$ cat config.mk
export PLATFORM = sky130hd
export DESIGN_NAME = regfile_scoreboard
export DESIGN_NICKNAME = d
export VERILOG_FILES = /design/src/rtl/mips_pkg.sv /design/src/rtl/regfile_read_port.sv /design/src/rtl/regfile_scoreboard.sv
export SDC_FILE = /design/constraint.sdc
export NUM_CORES = 2
export LEC_CHECK = 0
export CAP_MARGIN = 20
export CORE_ASPECT_RATIO = 1.5
export CORE_MARGIN = 1.5
export CORE_UTILIZATION = 50
export CTS_BUF_LIST = sky130_fd_sc_hd__clkbuf_4 sky130_fd_sc_hd__clkbuf_8
export CTS_CLUSTER_SIZE = 25
export DETAILED_ROUTE_END_ITERATION = 10
export PLACE_DENSITY = 0.69
export SLEW_MARGIN = 10
export SYNTH_ARGS = -nofsm -noshare
export SYNTH_HDL_FRONTEND = slang
export SYNTH_HIERARCHICAL = 1
export SYNTH_SLANG_ARGS = --single-unit
$ cat constraint.sdc
create_clock -name CLK -period 3.3 [get_ports CLK]
set_clock_uncertainty 0.15 [all_clocks]
set_input_delay 0.33 -clock CLK [delete_from_list [all_inputs] [get_ports CLK]]
set_output_delay 0.33 -clock CLK [all_outputs]
set_load 0.005 [all_outputs]
$ cat src/rtl/mips_pkg.sv
// Shared MIPS register-file constants and the link-address helper.
// Latency: n/a (constants and a pure function only).
// Backpressure: n/a.
package mips_pkg;

  localparam int REG_ZERO         = 0;   // hardwired-zero register
  localparam int REG_RA           = 31;  // return-address register written by JAL
  localparam int DEFAULT_DW       = 32;
  localparam int DEFAULT_NUM_REGS = 32;
  // Widest datapath the link helper supports; narrower callers truncate.
  localparam int MAX_DW           = 64;

  // Return address of a linking instruction. Wraps modulo 2^width.
  function automatic logic [MAX_DW-1:0] link_addr(input logic [MAX_DW-1:0] pc);
    return pc + 64'd4;
  endfunction

endpackage

$ cat src/rtl/regfile_read_port.sv
// One register-file read port: array lookup, write-through bypass, busy qualification.
// Latency: 0 cycles (purely combinational).
// Backpressure: none; always produces data for the presented address.
//  i_addr              register index to read
//  i_regs / i_busy     flattened stored values and pending-load bits from the top
//  i_wr_* / i_lk_*     this cycle's qualified data and link writes (for bypass)
//  o_data / o_busy     read value and "pending load, not being written now" flag
module regfile_read_port
  import mips_pkg::*;
#(
  parameter  int DW       = DEFAULT_DW,
  parameter  int NUM_REGS = DEFAULT_NUM_REGS,
  parameter  int LINK_REG = REG_RA,
  localparam int AW       = $clog2(NUM_REGS)
) (
  input  logic [AW-1:0]          i_addr,
  input  logic [NUM_REGS*DW-1:0] i_regs,
  input  logic [NUM_REGS-1:0]    i_busy,
  input  logic                   i_wr_en,
  input  logic [AW-1:0]          i_wr_addr,
  input  logic [DW-1:0]          i_wr_data,
  input  logic                   i_lk_en,
  input  logic [DW-1:0]          i_lk_data,
  output logic [DW-1:0]          o_data,
  output logic                   o_busy
);

  localparam logic [AW-1:0] LINK_A = AW'(LINK_REG);

  logic          w_lk_hit;
  logic          w_wr_hit;
  logic [DW-1:0] w_stored;

  // Enables arrive already qualified (reset, register 0), so a hit is a real write.
  assign w_lk_hit = i_lk_en && (i_addr == LINK_A);
  assign w_wr_hit = i_wr_en && (i_addr == i_wr_addr);
  assign w_stored = i_regs[int'(i_addr)*DW +: DW];

  // Link has priority over the data write, matching the array update.
  assign o_data = w_lk_hit ? i_lk_data :
                  w_wr_hit ? i_wr_data : w_stored;

  // A value being written this cycle is bypassed, so it is not stale.
  assign o_busy = i_busy[i_addr] && !(w_lk_hit || w_wr_hit);

endmodule

$ cat src/rtl/regfile_scoreboard.sv
// MIPS GPR file with NUM_RD read ports, data + link write ports and a load scoreboard.
// Latency: reads 0 cycles with write-through bypass; writes and busy updates at posedge.
// Backpressure: none; RdBusy tells the hazard unit when a register awaits a load.
//  CLK, RST_N                  clock, async active-low reset
//  RdAddr/RdData/RdBusy        packed read ports, port k at [k*AW], [k*DW], [k]
//  WrEn/WrAddr/WrData          data write port
//  LinkEn/LinkPC               link write, stores LinkPC+4 into LINK_REG
//  BusySet/BusySetAddr         mark a register as awaiting a load
module regfile_scoreboard
  import mips_pkg::*;
#(
  parameter  int DW       = DEFAULT_DW,
  parameter  int NUM_REGS = DEFAULT_NUM_REGS,
  parameter  int NUM_RD   = 2,
  parameter  int LINK_REG = REG_RA,
  localparam int AW       = $clog2(NUM_REGS)
) (
  input  logic                 CLK,
  input  logic                 RST_N,
  input  logic [NUM_RD*AW-1:0] RdAddr,
  output logic [NUM_RD*DW-1:0] RdData,
  output logic [NUM_RD-1:0]    RdBusy,
  input  logic                 WrEn,
  input  logic [AW-1:0]        WrAddr,
  input  logic [DW-1:0]        WrData,
  input  logic                 LinkEn,
  input  logic [DW-1:0]        LinkPC,
  input  logic                 BusySet,
  input  logic [AW-1:0]        BusySetAddr
);

  localparam logic [AW-1:0] ZERO_A = AW'(REG_ZERO);
  localparam logic [AW-1:0] LINK_A = AW'(LINK_REG);

  logic [DW-1:0]          r_regs [NUM_REGS];
  logic [NUM_REGS-1:0]    r_busy;

  logic                   w_wr_en;
  logic                   w_lk_en;
  logic [DW-1:0]          w_lk_data;
  logic [NUM_REGS*DW-1:0] w_regs_flat;

  // Qualified enables: writes to $0 vanish, and nothing bypasses while in reset
  // so the read ports show zero for the whole reset window.
  assign w_wr_en   = RST_N && WrEn && (WrAddr != ZERO_A);
  assign w_lk_en   = RST_N && LinkEn && (LINK_A != ZERO_A);
  assign w_lk_data = DW'(link_addr(MAX_DW'(LinkPC)));

  always_comb begin
    w_regs_flat = '0;
    for (int i = 0; i < NUM_REGS; i++) begin
      w_regs_flat[i*DW +: DW] = r_regs[i];
    end
  end

  // Entry 0 is only ever written by reset, which keeps $0 and its busy bit at zero.
  always_ff @(posedge CLK or negedge RST_N) begin
    if (!RST_N) begin
      for (int i = 0; i < NUM_REGS; i++) begin
        r_regs[i] <= '0;
      end
      r_busy <= '0;
    end else begin
      for (int i = 1; i < NUM_REGS; i++) begin
        if (w_lk_en && (LINK_A == AW'(i))) begin
          r_regs[i] <= w_lk_data;
        end else if (w_wr_en && (WrAddr == AW'(i))) begin
          r_regs[i] <= WrData;
        end
        // A load issued this cycle is newer than the write retiring, so set wins.
        if (BusySet && (BusySetAddr == AW'(i))) begin
          r_busy[i] <= 1'b1;
        end else if ((w_lk_en && (LINK_A == AW'(i))) ||
                     (w_wr_en && (WrAddr == AW'(i)))) begin
          r_busy[i] <= 1'b0;
        end
      end
    end
  end

  for (genvar k = 0; k < NUM_RD; k++) begin : g_rd
    regfile_read_port #(
      .DW       (DW),
      .NUM_REGS (NUM_REGS),
      .LINK_REG (LINK_REG)
    ) u_rd (
      .i_addr    (RdAddr[k*AW +: AW]),
      .i_regs    (w_regs_flat),
      .i_busy    (r_busy),
      .i_wr_en   (w_wr_en),
      .i_wr_addr (WrAddr),
      .i_wr_data (WrData),
      .i_lk_en   (w_lk_en),
      .i_lk_data (w_lk_data),
      .o_data    (RdData[k*DW +: DW]),
      .o_busy    (RdBusy[k])
    );
  end

endmodule

**I/O pins on the die edge**

Pins as bars across the die edge, other pins in gray.
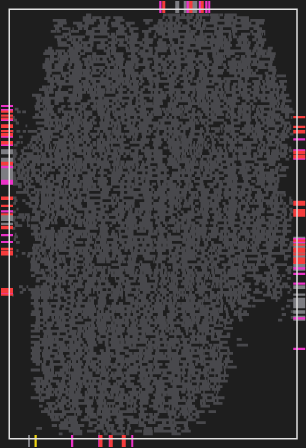
port	color	pins	direction	edge
WrData	magenta	32	input	13 left, 10 right, 5 top, 4 bottom
RST_N	yellow	1	input	bottom
RdData	red	64	output	26 left, 26 right, 6 top, 6 bottom
all pins by edge	61 right, 60 left, 22 top, 12 bottom

==> reports/notes.md <==
• number of instances on the worst hold path: 5
• most used cell, CP: sky130_fd_sc_hd__buf_12
• async set-or-reset flop fraction in the synthesized netlist: 1.00
• most used routing layer in global routing: met2
• worst slack after detailed placement: -0.508 ns
• violations in the final reports: negative setup slack
• cell area after technology mapping: 57800 sq um
• vias per inst: 6.91
• GRT overflow: 0
• GR Layer Usage met1: 0.447
• count of clock buffers in the final design: 260
• cell-internal power: 25.1 mW
• ranking of synthesized cells by area: sky130_fd_sc_hd__dfrtp_1, sky130_fd_sc_hd__mux2_2, sky130_fd_sc_hd__mux4_2
• top logic cell by instance count in the layout: sky130_fd_sc_hd__dfrtp_1
• wl on met1: 76.5 mm
• final-layout fill cell count: 8778
• type of the worst min-delay path: in -> reg
• chip width: 281 microns
• total design power: 35.0 mW
• Starting Density: 0.505
• Chip Area: 118000 sq um
• vias in the first global route: 45000
• synthesis warning total: 72
• post-route worst setup slack: -0.0370 ns
• area share of the largest cell type after synthesis: 0.443
• area delta synth->final: 22.4%
• share of the final layout cell area in multi-input gates: 0.452
• sequence of cells on the critical path: clkdlybuf4s50_1 > buf_12 > or3b_4 > buf_12 > buf_12 > o22ai_2 > a2111oi_4 > buf_4 > o31ai_2 > buf_2
• XOR/XNOR share of the synthesized area: 0.00348
• global-route wire length before repair: 308 mm
• fraction of layout cells with a size suffix above 1: 0.538
• maximum count of clock buffers along a single path: 3
• top routing layer in use: met5
• worst setup path startpoint: RdAddr[8]
• slowest stage cell on the critical path: sky130_fd_sc_hd__clkdlybuf4s50_1
• startpoint of the most critical register-to-register path: r_regs[16]
• outcome: finished, violations left
• static leakage: 31.3 nW
• Top class by area: combinational gates
• largest area contributor in the netlist: sky130_fd_sc_hd__dfrtp_1
• Die Y-Extent: 419 microns
• Crit Reg-Reg Endpoint: r_regs[16]
• final-report setup violation count: 1
• multi-input logic area: 32000 sq um
• count of endpoints failing hold in the final timing report: 0
• Seq. cell area: 25600 sq um
• tap cell count: 1540
• tool warning count: 44
• post-DR wirelength/cell: 33.5 microns
**Clock wires, drivers and flops**

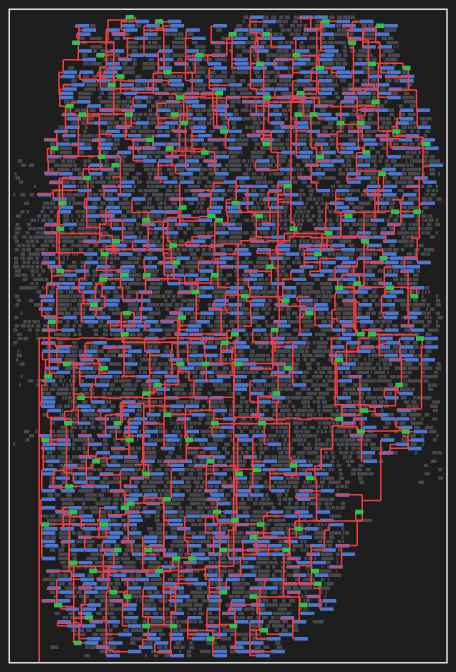
[clock-net drivers] green | count: 161
[clock wires] red | length: 14200 microns
[flip-flops] blue | count: 1023
flops lie	all over the die
routed clock nets	162

-- through the flow --
stage               cells   util  cell area, sq um
floorplan            4201      -             58100
detailed placement   5990  0.569             65200
global route         6302  0.618             70700
CTS                  6298  0.615             70400
global placement     5990  0.569             65200
finish               6305  0.618             70700
-- logic make-up (layout without fill, tap and decap cells) --
kind of cell / count (synthesis) / after routing
and+or+nand+nor: 294 / 294
buffers and inverters: 548 / 1108
adders and majority gates: 1 / 1
xor gates and xnor gates: 23 / 23
AOI/OAI and AO/OA: 604 / 604
DFF: 1023 / 1023
muxes: 1642 / 1642
other: 1 / 70
-- flip-flops by register name, summed over array words and instances, names as in the netlist --
register  cells
r_busy       31
r_regs      992
Power is estimated from default activity; no workload was simulated.
